Fig. 1: the clock network
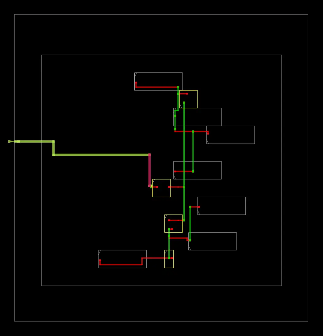
Fig. 2: a small window of the routed layout
Region (1, 2) to (21, 22) um. Cells in grey, sequential cells in the stronger grey; small squares are vias.
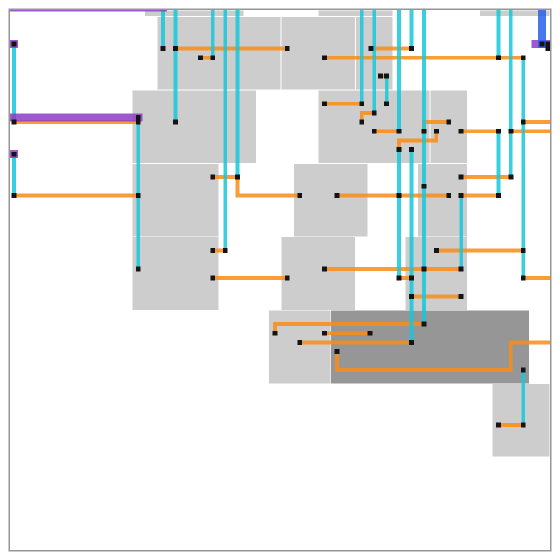
File: src/rtl/mips_pkg.sv
// Shared MIPS encodings and the control bundle carried from the decoder to the register stage.
package mips_pkg;

  localparam logic [5:0] OP_RTYPE = 6'h00;
  localparam logic [5:0] OP_J     = 6'h02;
  localparam logic [5:0] OP_BEQ   = 6'h04;
  localparam logic [5:0] OP_LW    = 6'h23;
  localparam logic [5:0] OP_SW    = 6'h2B;

  localparam logic [5:0] F_ADD = 6'h20;
  localparam logic [5:0] F_SUB = 6'h22;
  localparam logic [5:0] F_AND = 6'h24;
  localparam logic [5:0] F_OR  = 6'h25;
  localparam logic [5:0] F_SLT = 6'h2A;

  localparam logic [1:0] ALUOP_ADD   = 2'b00;
  localparam logic [1:0] ALUOP_SUB   = 2'b01;
  localparam logic [1:0] ALUOP_RTYPE = 2'b10;

  typedef struct packed {
    logic       mem_read;
    logic       mem_to_reg;
    logic       mem_write;
    logic       reg_write;
    logic       jump;
    logic [1:0] alu_op;
    logic       illegal;
  } ctrl_t;

endpackage

File: src/rtl/control_decode.sv
// Combinational opcode/funct decode table producing the datapath control bundle.
module control_decode
  import mips_pkg::*;
(
  input  logic [5:0] op_code,
  input  logic [5:0] funct,
  output ctrl_t      ctrl
);

  always_comb begin
    ctrl        = '0;
    ctrl.alu_op = ALUOP_ADD;
    // funct is only examined inside the R-type arm, so an undefined funct
    // cannot leak into the outputs of any other instruction.
    case (op_code)
      OP_RTYPE: begin
        case (funct)
          F_ADD, F_SUB, F_AND, F_OR, F_SLT: begin
            ctrl.reg_write = 1'b1;
            ctrl.alu_op    = ALUOP_RTYPE;
          end
          default: ctrl.illegal = 1'b1;
        endcase
      end
      OP_LW: begin
        ctrl.mem_read   = 1'b1;
        ctrl.mem_to_reg = 1'b1;
        ctrl.reg_write  = 1'b1;
      end
      OP_SW:   ctrl.mem_write = 1'b1;
      OP_BEQ:  ctrl.alu_op    = ALUOP_SUB;
      OP_J:    ctrl.jump      = 1'b1;
      default: ctrl.illegal   = 1'b1;
    endcase
  end

endmodule

File: src/rtl/control_unit.sv
// Main MIPS control unit: table decode followed by one registered stage.
module control_unit
  import mips_pkg::*;
(
  input  logic       clk,
  input  logic       rst_n,
  output logic       mem_read,
  output logic       mem_to_reg,
  output logic       mem_write,
  output logic       reg_write,
  output logic       jump,
  output logic [1:0] ALU_op,
  output logic       illegal,
  input  logic [5:0] op_code,
  input  logic [5:0] funct
);

  ctrl_t ctrl_d;
  ctrl_t ctrl_q;

  control_decode u_decode (
    .op_code (op_code),
    .funct   (funct),
    .ctrl    (ctrl_d)
  );

  // No handshake: a fresh instruction is accepted every cycle and its decode
  // is visible on the outputs for exactly the following clock period.
  always_ff @(posedge clk) begin
    if (!rst_n) ctrl_q <= '0;
    else        ctrl_q <= ctrl_d;
  end

  assign mem_read   = ctrl_q.mem_read;
  assign mem_to_reg = ctrl_q.mem_to_reg;
  assign mem_write  = ctrl_q.mem_write;
  assign reg_write  = ctrl_q.reg_write;
  assign jump       = ctrl_q.jump;
  assign ALU_op     = ctrl_q.alu_op;
  assign illegal    = ctrl_q.illegal;

endmodule

File: config.mk
export PLATFORM = sky130hd
export DESIGN_NAME = control_unit
export DESIGN_NICKNAME = d
export VERILOG_FILES = /design/src/rtl/mips_pkg.sv /design/src/rtl/control_decode.sv /design/src/rtl/control_unit.sv
export SDC_FILE = /design/constraint.sdc
export NUM_CORES = 1
export LEC_CHECK = 0
export CORE_AREA = 4 4 41 43
export DETAILED_ROUTE_END_ITERATION = 16
export DIE_AREA = 0 0 45 47
export PLACE_DENSITY = 0.57
export SLEW_MARGIN = 10
export SYNTH_ARGS = -nofsm -noshare
export SYNTH_HDL_FRONTEND = slang
export SYNTH_SLANG_ARGS = --single-unit
File: constraint.sdc
create_clock -name clk -period 1.85 [get_ports clk]
set_input_delay 0.4625 -clock clk [delete_from_list [all_inputs] [get_ports clk]]
set_output_delay 0.4625 -clock clk [all_outputs]
set_load 0.01 [all_outputs]
==> ci_impl_report.md <==
## Synthesis and layout report

| Metric | Value |
|---|---|
| Status | `finished clean` |
| Chip width | `45 um` |
| Layout Nets | `roughly 74` |
| Area share, top type | `47.1%` |
| Most used flip-flop cell | `dfxtp_1` |
| Die outline height | `around 47 um` |
| Post-Layout Cell Count | `about 74` |
| RSZ-0062 raised after global routing | `false` |
| Post-route setup TNS | `0 ps` |
| Least-Margin Pin Slew | `386 ps` |
| Hold_ws | `549 ps` |
| Cell type with the largest total area after synthesis | `dfxtp_1` |
| Post-CTS Setup Bufs | `0` |
| Number of enable flip-flop cells | `0` |
| Top cells by area | `dfxtp_1 (47%), o32ai_2 (5.5%), inv_1 (5.0%)` |
| PortBufs | `21` |
| Clk sink count | `7` |
| Tot GR Track Use | `8.21%` |
| DP Area | `around 560 um^2` |
| Root Buffer Master | `clkbuf_4` |
| CTS tree | `done` |
| CTS Buffer Depth | `2` |
| Log Warnings | `26` |
| Chip area in the Yosys report | `298 um^2` |
| Clk slew on worst S/H paths | `about 50 ps` |
| Max VDD drop | `187 uV` |
| Data arrival time of the critical path | `1910 ps` |
| Hold_buf cts | `0` |
| Post-synth top cells | `dfxtp_1 (7), inv_1 (4), nor2_1 (3)` |
| FMAX | `~570 MHz` |
| Total global routing overflow | `0` |
| Tmin final | `1760 ps` |
| Initial Util | `22.9%` |
| Unique masters post-synth | `19` |
| Fillers | `146` |
| Cell area after synthesis | `298 um^2` |
| IO Count | `22` |
| Row Count | `13` |
| Crit. End Element | `flop` |
About Fig. 1:
P_clk: 136 uW
Num CTS Buffers: 3
clkbuf count: 4
flip-flop and latch count: 7

About Fig. 2:
Key: blue = M4; cyan = M2; purple = M3; orange = M1
Netlist names of flops here include jump (1). 15 logic cells have their middle in the window. Sequential cells in the window: 1. Most frequent: buf_4 (3), dlymetal6s2s_1 (2), dlygate4sd2_1 (2).

==> final cells by class <==
cell class	instances	area, um^2	share of cell area, %
Clock buffer	4	26.3	4.46
Inverter	4	15.0	2.55
Multi-Input combinational cell	18	139	23.6
Sequential cell	7	140	23.8
Tap cell	15	18.8	3.18
Timing Repair Buffer	26	250	42.5
==> cell usage in the layout, fill, tap and decap left out <==
cell and count:
or3_1 1, nand3_1 1, nor2_1 3, nor4bb_1 1, dfxtp_1 7, mux2i_1 1, a2111o_1 1, nand2b_1 1
clkdlybuf4s50_1 17, nand2_1 1, dlymetal6s2s_1 2, or3b_4 1, inv_1 4, dlygate4sd2_1 2, a41oi_1 1, buf_4 5
or4_4 1, o311a_1 1, clkbuf_1 1, nor3_1 1, nand4_1 1, clkbuf_4 3, o32ai_2 1, nor2b_1 1
==> logic make-up (layout without fill, tap and decap cells) <==
logic type             after synthesis  in the layout  share of synthesized area, %
AND/OR/NAND/NOR                     13             13                          26.5
multiplexers                         1              1                          3.36
buffers and inverters                5             34                          7.56
flip-flops                           7              7                          47.1
AND-OR/OR-AND                        4              4                          15.5
==> layer usage <==
metal  up-vias  GRT usage, %  wire length [um]
li1        168             -                 -
met1       130          8.86               307
met2        20          13.3               292
met3         2          3.45               115
met4         0          5.26                 4
met5         -             0                 0
==> critical path, stage by stage <==
cell and delay [ps]:
dlygate4sd2_1 250, or4_4 530, or3b_4 420, o32ai_2 250
==> what timing repair did <==
item	CTS	global route
cloned	0	0
pin swaps	2	3
endpoints found under the setup margin	2	2
resized	3	2
==> where the power goes <==
part           internal (uW)  switching (uW)
combinational           40.2            20.3
clock                   82.1            53.5
sequential               153           0.497
==> path summary, 6_finish.rpt <==
check,end,slack [ps]
hold / removal,mem_to_reg,550
setup / recovery,reg_write,90
Power and IR drop assume default switching activity.
